## src/rtl/dsq_pkg.sv

```systemverilog
// Shared definitions for the dsq_mc squared/absolute-difference PCPI unit:
// FSM state encoding, custom-0 opcode, funct3 mode encodings and the
// per-pair term width helper.
package dsq_pkg;

    localparam int unsigned XLEN = 32;

    typedef enum logic [1:0] {
        ST_IDLE    = 2'd0,
        ST_CALC    = 2'd1,
        ST_DONE    = 2'd2,
        ST_RELEASE = 2'd3
    } dsq_state_e;

    localparam logic [6:0] OPC_CUSTOM0 = 7'b0001011;

    // funct3: bit1 selects square (0) / abs (1), bit0 selects wrap (0) / saturate (1)
    localparam logic [2:0] MODE_SSD_WRAP = 3'b000;
    localparam logic [2:0] MODE_SSD_SAT  = 3'b001;
    localparam logic [2:0] MODE_SAD_WRAP = 3'b010;
    localparam logic [2:0] MODE_SAD_SAT  = 3'b011;

    // Width of one pair's contribution: wide enough for the square of an (ELEM_W+1)-bit difference
    function automatic int unsigned term_width(input int unsigned elem_w);
        return 2 * elem_w + 2;
    endfunction

endpackage

```

## src/rtl/dsq_term.sv

```systemverilog
// One-pair term generator (combinational).
// Ports:
//   a_i, b_i : ELEM_W-bit unsigned elements
//   abs_i    : 1 = absolute difference, 0 = squared difference
//   term_o   : zero-extended term, TERM_W bits
module dsq_term
    import dsq_pkg::*;
#(
    parameter int unsigned ELEM_W = 8,
    parameter int unsigned TERM_W = term_width(ELEM_W)
) (
    input  logic [ELEM_W-1:0] a_i,
    input  logic [ELEM_W-1:0] b_i,
    input  logic              abs_i,
    output logic [TERM_W-1:0] term_o
);

    localparam int unsigned SQ_W = 2 * ELEM_W;

    logic signed [ELEM_W:0] diff;
    logic [ELEM_W-1:0]      mag;
    logic [SQ_W-1:0]        sq;

    // |a-b| always fits in ELEM_W bits, so the square only needs 2*ELEM_W bits
    always_comb begin
        diff   = $signed({1'b0, a_i}) - $signed({1'b0, b_i});
        mag    = diff[ELEM_W] ? ELEM_W'(-diff) : ELEM_W'(diff);
        sq     = SQ_W'(mag) * SQ_W'(mag);
        term_o = abs_i ? TERM_W'(mag) : TERM_W'(sq);
    end

endmodule

```

## src/rtl/dsq_mc.sv

```systemverilog
// Multi-cycle squared/absolute-difference accumulate co-processor on PCPI.
// Ports:
//   clk, resetn : clock, asynchronous active-low reset
//   rs1         : packed element pairs {a0,b0,a1,b1,...}, MSB first
//   rs2         : accumulator seed
//   instr       : instruction word (custom-0 R-type, funct7 = FUNCT7)
//   valid       : CPU request, held until ready or abort
//   ready, wr   : one-cycle completion / write-back pulse
//   wait_       : combinational busy/claim indication
//   rd          : result, zero whenever ready is low
module dsq_mc
    import dsq_pkg::*;
#(
    parameter int unsigned ELEM_W = 8,
    parameter int unsigned PPC    = 1,
    parameter logic [6:0]  FUNCT7 = 7'b0000101
) (
    input  logic            clk,
    input  logic            resetn,
    input  logic [XLEN-1:0] rs1,
    input  logic [XLEN-1:0] rs2,
    input  logic [XLEN-1:0] instr,
    input  logic            valid,
    output logic            ready,
    output logic            wait_,
    output logic [XLEN-1:0] rd,
    output logic            wr
);

    localparam int unsigned PAIR_W    = 2 * ELEM_W;
    localparam int unsigned NPAIRS    = XLEN / PAIR_W;
    localparam int unsigned K         = NPAIRS / PPC;
    localparam int unsigned CNT_W     = (K > 1) ? $clog2(K) : 1;
    localparam int unsigned TERM_W    = term_width(ELEM_W);
    localparam int unsigned LANE_STEP = PPC * PAIR_W;
    localparam int unsigned SUM_W     = XLEN + 2;

    dsq_state_e       state_q, state_d;
    logic [CNT_W-1:0] cnt_q, cnt_d;
    logic [XLEN-1:0]  rs1_q, rs1_d;
    logic [XLEN:0]    acc_q, acc_d;     // bit XLEN is the sticky overflow flag
    logic             sat_q, sat_d;
    logic             abs_q, abs_d;
    logic             ready_q, ready_d;
    logic [XLEN-1:0]  rd_q, rd_d;

    logic [2:0]       funct3;
    logic             match_c;
    logic [XLEN-1:0]  pairs_c;
    logic [ELEM_W-1:0] lane_a [PPC];
    logic [ELEM_W-1:0] lane_b [PPC];
    logic [TERM_W-1:0] term_c [PPC];
    logic [SUM_W-1:0] sum_c;
    logic             carry_c;
    logic [XLEN-1:0]  final_c;

    // Instruction decode
    assign funct3  = instr[14:12];
    assign match_c = (instr[6:0] == OPC_CUSTOM0) && (instr[31:25] == FUNCT7) &&
                     ((funct3 == MODE_SSD_WRAP) || (funct3 == MODE_SSD_SAT) ||
                      (funct3 == MODE_SAD_WRAP) || (funct3 == MODE_SAD_SAT));

    // Lane mux: bring the current group of PPC pairs to the top of the word
    assign pairs_c = rs1_q << (32'(cnt_q) * LANE_STEP);

    for (genvar j = 0; j < PPC; j++) begin : g_lane
        assign lane_a[j] = pairs_c[XLEN-1-j*PAIR_W -: ELEM_W];
        assign lane_b[j] = pairs_c[XLEN-1-j*PAIR_W-ELEM_W -: ELEM_W];

        dsq_term #(
            .ELEM_W (ELEM_W),
            .TERM_W (TERM_W)
        ) u_term (
            .a_i    (lane_a[j]),
            .b_i    (lane_b[j]),
            .abs_i  (abs_q),
            .term_o (term_c[j])
        );
    end

    // Add this cycle's terms onto the running accumulator
    always_comb begin
        sum_c = SUM_W'(acc_q[XLEN-1:0]);
        for (int j = 0; j < PPC; j++) begin
            sum_c = sum_c + SUM_W'(term_c[j]);
        end
        carry_c = |sum_c[SUM_W-1:XLEN];
        final_c = (sat_q && (acc_q[XLEN] || carry_c)) ? '1 : sum_c[XLEN-1:0];
    end

    // Next-state and output logic; ready/rd are loaded on the CALC->DONE transition
    always_comb begin
        state_d = state_q;
        cnt_d   = cnt_q;
        rs1_d   = rs1_q;
        acc_d   = acc_q;
        sat_d   = sat_q;
        abs_d   = abs_q;
        ready_d = 1'b0;
        rd_d    = '0;
        unique case (state_q)
            ST_IDLE: begin
                if (valid && match_c) begin
                    state_d = ST_CALC;
                    rs1_d   = rs1;
                    acc_d   = {1'b0, rs2};
                    sat_d   = funct3[0];
                    abs_d   = funct3[1];
                    cnt_d   = '0;
                end
            end
            ST_CALC: begin
                if (!valid) begin
                    state_d = ST_IDLE;
                end else begin
                    acc_d = {acc_q[XLEN] | carry_c, sum_c[XLEN-1:0]};
                    if (cnt_q == CNT_W'(K - 1)) begin
                        state_d = ST_DONE;
                        ready_d = 1'b1;
                        rd_d    = final_c;
                    end else begin
                        cnt_d = cnt_q + CNT_W'(1);
                    end
                end
            end
            ST_DONE: begin
                state_d = ST_RELEASE;
            end
            ST_RELEASE: begin
                if (!valid) begin
                    state_d = ST_IDLE;
                end
            end
            default: begin
                state_d = ST_IDLE;
            end
        endcase
    end

    // State and datapath registers
    always_ff @(posedge clk or negedge resetn) begin
        if (!resetn) begin
            state_q <= ST_IDLE;
            cnt_q   <= '0;
            rs1_q   <= '0;
            acc_q   <= '0;
            sat_q   <= 1'b0;
            abs_q   <= 1'b0;
            ready_q <= 1'b0;
            rd_q    <= '0;
        end else begin
            state_q <= state_d;
            cnt_q   <= cnt_d;
            rs1_q   <= rs1_d;
            acc_q   <= acc_d;
            sat_q   <= sat_d;
            abs_q   <= abs_d;
            ready_q <= ready_d;
            rd_q    <= rd_d;
        end
    end

    // Claim is combinational; forced low while reset is asserted
    assign wait_ = resetn && (((state_q == ST_IDLE) && valid && match_c) || (state_q == ST_CALC));
    assign ready = ready_q;
    assign wr    = ready_q;
    assign rd    = rd_q;

    // Register-specifier fields and lane bits past the active group are not used
    logic unused_bits;
    assign unused_bits = ^{instr[24:15], instr[11:7], pairs_c};

endmodule

```

## config.mk

```make
export PLATFORM = sky130hd
export DESIGN_NAME = dsq_mc
export DESIGN_NICKNAME = d
export VERILOG_FILES = /design/src/rtl/dsq_pkg.sv /design/src/rtl/dsq_term.sv /design/src/rtl/dsq_mc.sv
export SDC_FILE = /design/constraint.sdc
export NUM_CORES = 1
export LEC_CHECK = 0
export CORE_MARGIN = 1
export CORE_UTILIZATION = 54
export DETAILED_ROUTE_END_ITERATION = 16
export HOLD_SLACK_MARGIN = 0.1
export PLACE_DENSITY = 0.79
export SLEW_MARGIN = 20
export SYNTH_ARGS = -nofsm -noshare
export SYNTH_HDL_FRONTEND = slang
export SYNTH_SLANG_ARGS = --single-unit
```

## constraint.sdc

```tcl
create_clock -name clk -period 10.4 [get_ports clk]
set_input_delay 2.08 -clock clk [delete_from_list [all_inputs] [get_ports clk]]
set_output_delay 2.08 -clock clk [all_outputs]
set_load 0.05 [all_outputs]
```

**Congestion heat map**

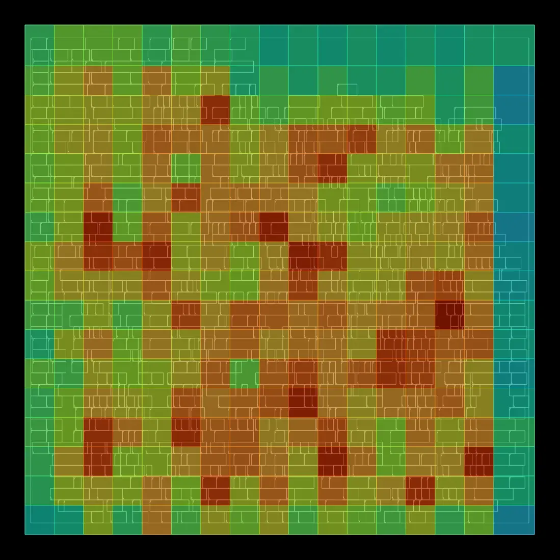
per-cell routed wire length: 15.6 µm
met2 GRT Util: 0.420
global-route met3 utilization: 0.0608
global routing usage on met1: 0.318

**Routed metal, one color a layer**

Two of the layers only.
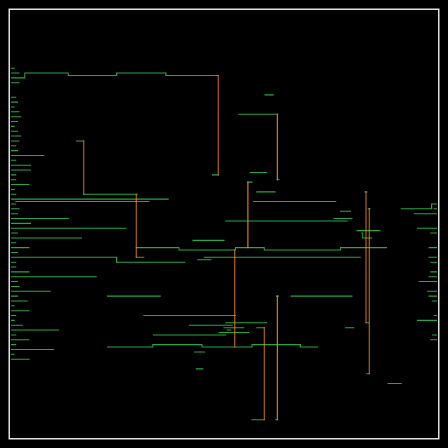
Key: green = met3 [wire length 931 µm]; orange = met4 [wire length 268 µm]
Tot GR Track Use: 0.248
drt total wl: 17.0 mm
total vias in the final route: 6055

**Logic cells by family**

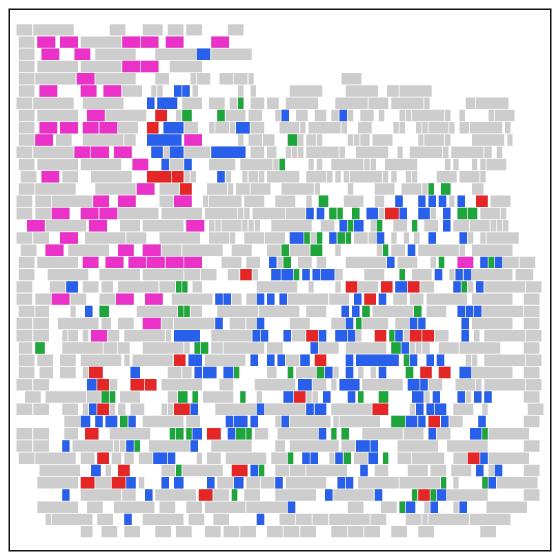
Key: blue = inverting AOI/OAI gates [cells 175]; green = NAND gates [cells 76]; magenta = multiplexers [cells 52]; red = AND-OR and OR-AND gates [cells 39]
tally of non-filler cells in the final layout: 1087
commonest non-fill, non-tap cell in the layout: sky130_fd_sc_hd__clkdlybuf4s50_1
multi-input gate share of the layout cell area: 0.498

**Where the registers sit**

Bar = 20 µm.
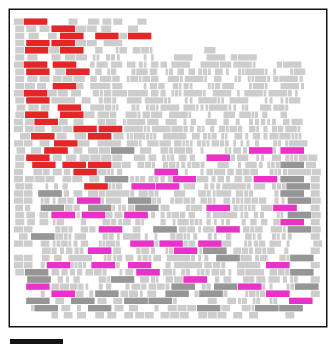
Key: magenta = acc_q [sequential cells 33]; red = rs1_q [sequential cells 32]
Another 38 sequential cells are not colored.
Reg area: 0.00258 mm²
fraction of area in registers: 0.280
seq pwr: 0.562 mW
Final Core Density: 0.687

==> qor.json <==
{
  "power": {
    "p_switching_mw": 0.562,
    "cellInternalPower_mw": 0.888,
    "pwr-share-comb": 0.366
  },
  "clock_tree": {
    "buffers_inserted_by_post_cts_timing_repair": 0,
    "insertion_delay_ns": 0.36,
    "cts_num_sinks": 103,
    "cts_hold_buf": 0
  },
  "hold_path": {
    "holdCritStartpoint": "rs1_q[12]$_DFFE_PN0P_"
  },
  "timing": {
    "timing.final.crit_share": 0.893,
    "rsz0062_at_grt": "false"
  },
  "critical_path": {
    "critPathLaunchType": "flip-flop",
    "worstSetupPathDepth": 36,
    "gate_family_responsible_for_the_most_delay_along_the_worst_path": "AND-OR/OR-AND gates",
    "largest_incremental_delay_on_the_critical_path_ns": 0.64,
    "worst_path_max_delay_cell": "sky130_fd_sc_hd__dfrtp_1",
    "setup.worst_path.class": "reg2reg"
  },
  "die": {
    "floorplan.tapcells": 176,
    "ioPinCount": 134
  },
  "detailed_routing": {
    "drt_first_iter_violations": 321
  },
  "global_route": {
    "first_global_vias": 6086,
    "grt_max_degree": 55
  },
  "finish": {
    "fraction_of_final_layout_cells_sized_beyond_drive_strength_1": 0.110,
    "flop-count": 103,
    "fillCellCount": 1050,
    "layout.cells.most_common_list": "sky130_fd_sc_hd__clkdlybuf4s50_1 (117), sky130_fd_sc_hd__dfrtp_1 (103), sky130_fd_sc_hd__a21oi_1 (86), sky130_fd_sc_hd__nor2_1 (84), sky130_fd_sc_hd__inv_1 (63)",
    "area_growth_syn_to_layout_pct": 22.4
  },
  "logic_synthesis": {
    "number_of_instances_in_the_synthesized_netlist": 798,
    "syn_area_cell_um2": 9.42,
    "adder_share_synth": 0.162,
    "ys_sh_simple": 0.125,
    "synth-edff-count": 0
  },
  "status": {
    "run_status": "completed"
  }
}
-- metrics by stage --
| stage | std cells | area [µm²] |
|---|---|---|
| detailed placement | 1071 | 8890 |
| finish | 1087 | 9200 |
| global placement | 1071 | 8890 |
| global route | 1087 | 9200 |
| floorplan | 798 | 7520 |
| CTS | 1087 | 9200 |
-- power by group through the flow --
stage	Sequential, mW	Combinational, mW	Clock [mW]
6_report	0.562	0.532	0.357
5_1_grt	0.575	0.583	0.378
4_1_cts	0.562	0.531	0.364
3_5_place_dp	0.568	0.528	0
3_3_place_gp	0.564	0.517	0
2_1_floorplan	0.620	0.305	0
Power and IR drop assume default switching activity.
